--- src/rtl/float_add_arbiter.sv ---
// Round-robin arbiter sharing one non-pipelined float adder between num_clients requesters.
// Operands are registered at grant; the result is returned only to the granted client.

module float_add_arbiter_lane (
  input  logic req,
  input  logic ack,
  output logic elig
);
  // A client acked this cycle is masked so its held request is not re-issued at once.
  assign elig = req & ~ack;
endmodule

module float_add_arbiter #(
  parameter  int num_clients = 4,
  parameter  int float_width = 32,
  localparam int id_w        = $clog2(num_clients)
) (
  input  logic                               clk,
  input  logic                               rst,
  input  logic [num_clients-1:0]             cli_req,
  input  logic [num_clients*float_width-1:0] cli_a,
  input  logic [num_clients*float_width-1:0] cli_b,
  output logic [num_clients-1:0]             cli_ack,
  output logic [float_width-1:0]             cli_out,
  output logic                               add_req,
  output logic [float_width-1:0]             add_a,
  output logic [float_width-1:0]             add_b,
  input  logic [float_width-1:0]             add_out,
  input  logic                               add_ack,
  output logic                               busy,
  output logic [id_w-1:0]                    grant_id
);

  typedef enum logic {IDLE, WAIT} state_t;

  state_t                 state_q, state_d;
  logic [id_w-1:0]        rr_ptr;
  logic [id_w-1:0]        winner;
  logic [id_w-1:0]        rr_next;
  logic                   any_elig;
  logic [num_clients-1:0] elig;

  for (genvar i = 0; i < num_clients; i++) begin : g_lane
    float_add_arbiter_lane u_lane (
      .req  (cli_req[i]),
      .ack  (cli_ack[i]),
      .elig (elig[i])
    );
  end

  // First eligible index scanning upward from rr_ptr, wrapping.
  always_comb begin
    winner   = '0;
    any_elig = 1'b0;
    for (int k = 0; k < num_clients; k++) begin
      int idx;
      idx = int'(rr_ptr) + k;
      if (idx >= num_clients) idx = idx - num_clients;
      if (!any_elig && elig[idx]) begin
        any_elig = 1'b1;
        winner   = id_w'(idx);
      end
    end
  end

  assign rr_next = (grant_id == id_w'(num_clients - 1)) ? '0 : grant_id + id_w'(1);

  always_ff @(posedge clk or negedge rst) begin
    if (!rst) state_q <= IDLE;
    else      state_q <= state_d;
  end

  always_comb begin
    state_d = state_q;
    case (state_q)
      IDLE:    if (any_elig) state_d = WAIT;
      WAIT:    if (add_ack)  state_d = IDLE;
      default: state_d = IDLE;
    endcase
  end

  always_ff @(posedge clk or negedge rst) begin
    if (!rst) begin
      cli_ack  <= '0;
      cli_out  <= '0;
      add_req  <= 1'b0;
      add_a    <= '0;
      add_b    <= '0;
      busy     <= 1'b0;
      grant_id <= '0;
      rr_ptr   <= '0;
    end else begin
      add_req <= 1'b0;
      cli_ack <= '0;
      case (state_q)
        IDLE: if (any_elig) begin
          add_a    <= cli_a[int'(winner)*float_width +: float_width];
          add_b    <= cli_b[int'(winner)*float_width +: float_width];
          add_req  <= 1'b1;
          grant_id <= winner;
          busy     <= 1'b1;
        end
        WAIT: if (add_ack) begin
          cli_out           <= add_out;
          cli_ack[grant_id] <= 1'b1;
          busy              <= 1'b0;
          rr_ptr            <= rr_next;
        end
        default: ;
      endcase
    end
  end

endmodule

--- config.mk ---
export PLATFORM = sky130hd
export DESIGN_NAME = float_add_arbiter
export DESIGN_NICKNAME = d
export VERILOG_FILES = /design/src/rtl/float_add_arbiter.sv
export SDC_FILE = /design/constraint.sdc
export NUM_CORES = 1
export LEC_CHECK = 0
export CAP_MARGIN = 15
export CORE_AREA = 2 2 156 158
export CTS_CLUSTER_DIAMETER = 50
export DETAILED_ROUTE_END_ITERATION = 6
export DIE_AREA = 0 0 158 160
export PLACE_DENSITY = 0.71
export SETUP_SLACK_MARGIN = 0.4
export SYNTH_ARGS = -nofsm -noshare
export SYNTH_HDL_FRONTEND = slang
export SYNTH_HIERARCHICAL = 1
export SYNTH_SLANG_ARGS = --single-unit
--- constraint.sdc ---
create_clock -name clk -period 2 [get_ports clk]
set_input_delay 0.5 -clock clk [delete_from_list [all_inputs] [get_ports clk]]
set_output_delay 0.5 -clock clk [all_outputs]
set_load 0.02 [all_outputs]
Figure 1. Placement by cell class.
The bar under the picture is 50 µm long.
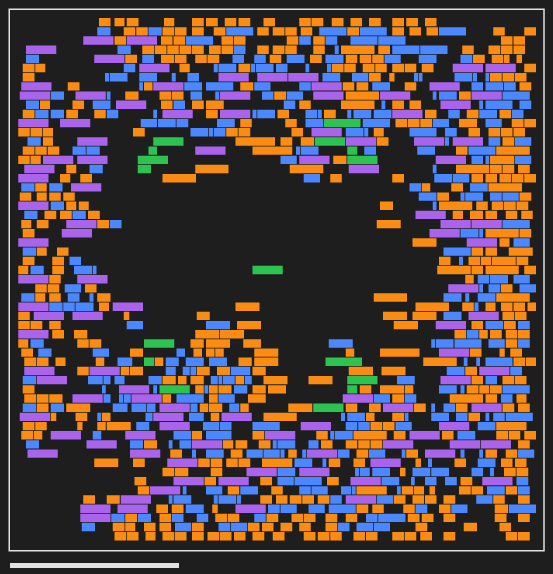
flip-flops -> purple  # cells 107, share of their area 22%
all other logic -> blue  # cells 329, share of their area 30%
clock drivers and dummy loads -> green  # cells 16, share of their area 2.7%
other buffers and delay cells -> orange  # cells 497, share of their area 45%

Figure 2. Supply network.
The bar under the picture is 50 µm long. Pins as bars on the die edge.
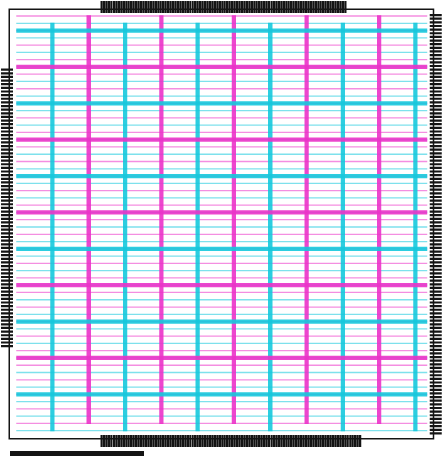
VSS -> cyan
VDD -> magenta
rows = 57
signal pins = 399

Figure 3. Metal layers overlaid.
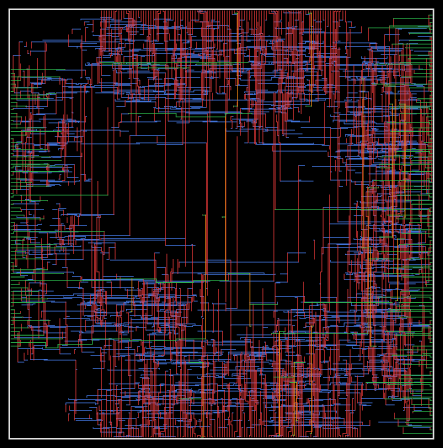
met2 -> red  # wire length 13,700 µm
met1 -> blue  # wire length 10,300 µm
met3 -> green  # wire length 2,230 µm
met4 -> orange  # wire length 652 µm

==> results.json <==
{
  "cts_resized": 313,
  "top_cells_by_area": "dfrtp_1, mux2i_1, o221ai_2",
  "cts_buffers": 9,
  "setup_viol": 64,
  "chip_area_um2": 25300,
  "seq_power_share_pct": 22.9,
  "worstMarginPinSlew_ns": 0.306,
  "drtIter0Drc": 240,
  "violations": "negative setup slack",
  "initCoreUtil_pct": 24.7,
  "die_w_um": 158,
  "powerDensity_nw_per_um2": 1200,
  "dr.pass1.iters": 4,
  "rsz0062_at_grt": "yes",
  "grt_pass1_wl_mm": 39.4,
  "antenna_found_initial": 0,
  "status": "finished, violations left",
  "ys_seq_share_pct": 45.5,
  "synth.distinct_cells": 30,
  "fin_ws_ns": -0.126,
  "maxCapViolations": 0,
  "layout_top_cell": "clkdlybuf4s50_1",
  "vias_per_cell": 4.68
}
Figure 4. Routed clock nets over the placement.
The bar under the picture is 50 µm long.
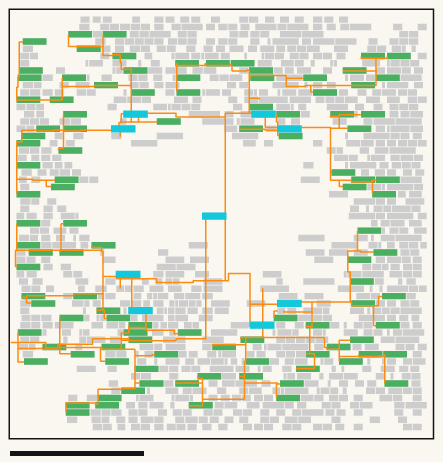
cells driving clock nets -> cyan  # count 9
flip-flops -> green  # count 107
clock wires -> orange  # length 1,570 µm
routed clock nets = 10
flops lie = widely spread

Figure 5. Routing congestion.
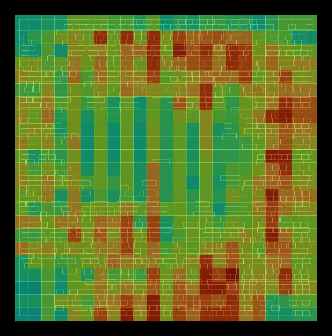
GRT Total Usage: 20.9%
grt met2 use: 37.8%

[logic make-up after synthesis]
family                   Yosys count
multiplexers                     163
flip-flops                       107
AND/OR/NAND/NOR                   85
AND-OR/OR-AND                     73
buffers and inverters             41
adder cells (fa/ha/maj)            4
[area by class of cell]
class	instances	area, µm²
Tap cell	324	405
Clock inverter	7	105
Inverter	3	13.8
Timing Repair Buffer	497	5570
Multi-Input combinational cell	326	3690
Sequential cell	107	2680
Clock buffer	9	225
Fill cell	2024	11100
[metal layers]
layer / GRT usage [%] / wire, µm
met5: 0 / 0
met4: 5.65 / 652
met3: 5.48 / 2230
met2: 37.8 / 13700
met1: 24.1 / 10300
[registers in the layout (all words and copies together), names as in the netlist]
| register | flops |
|---|---|
| add_a | 32 |
| add_b | 32 |
| cli_out | 32 |
| cli_ack | 4 |
| grant_id | 2 |
| rr_ptr | 2 |
| add_req | 1 |
| busy | 1 |
| state_q | 1 |
[worst max-delay path, delay by kind of cell]
family	cells	cell delay, ns
AND/OR/NAND/NOR	3	0.89
buffers and inverters	4	0.71
AND-OR/OR-AND	2	0.28
[final timing paths]
check / startpoint / endpoint / slack, ns
min in group asynchronous: rst / cli_out[16] / 0.49
worst max register to register: rr_ptr[1] / add_b[0] / -0.11
worst min register to register: add_b[11] / add_b[11] / 0.48
max in group asynchronous: rst / add_a[28] / 0.97
worst min-delay path: add_b[11] / add_b[11] / 0.48
worst max-delay path: cli_req[1] / add_b[0] / -0.13
[metrics by stage]
stage | setup TNS, ns | hold WS [ns] | utilization [%]
2_1_floorplan | 0 | 0.204 | -
3_3_place_gp | -33.60 | 0.329 | 44.4
3_5_place_dp | -36.03 | 0.329 | 44.4
4_1_cts | -0.308 | 0.471 | 52.5
5_1_grt | -7.76 | 0.497 | 53.3
6_report | -3.98 | 0.484 | 53.3
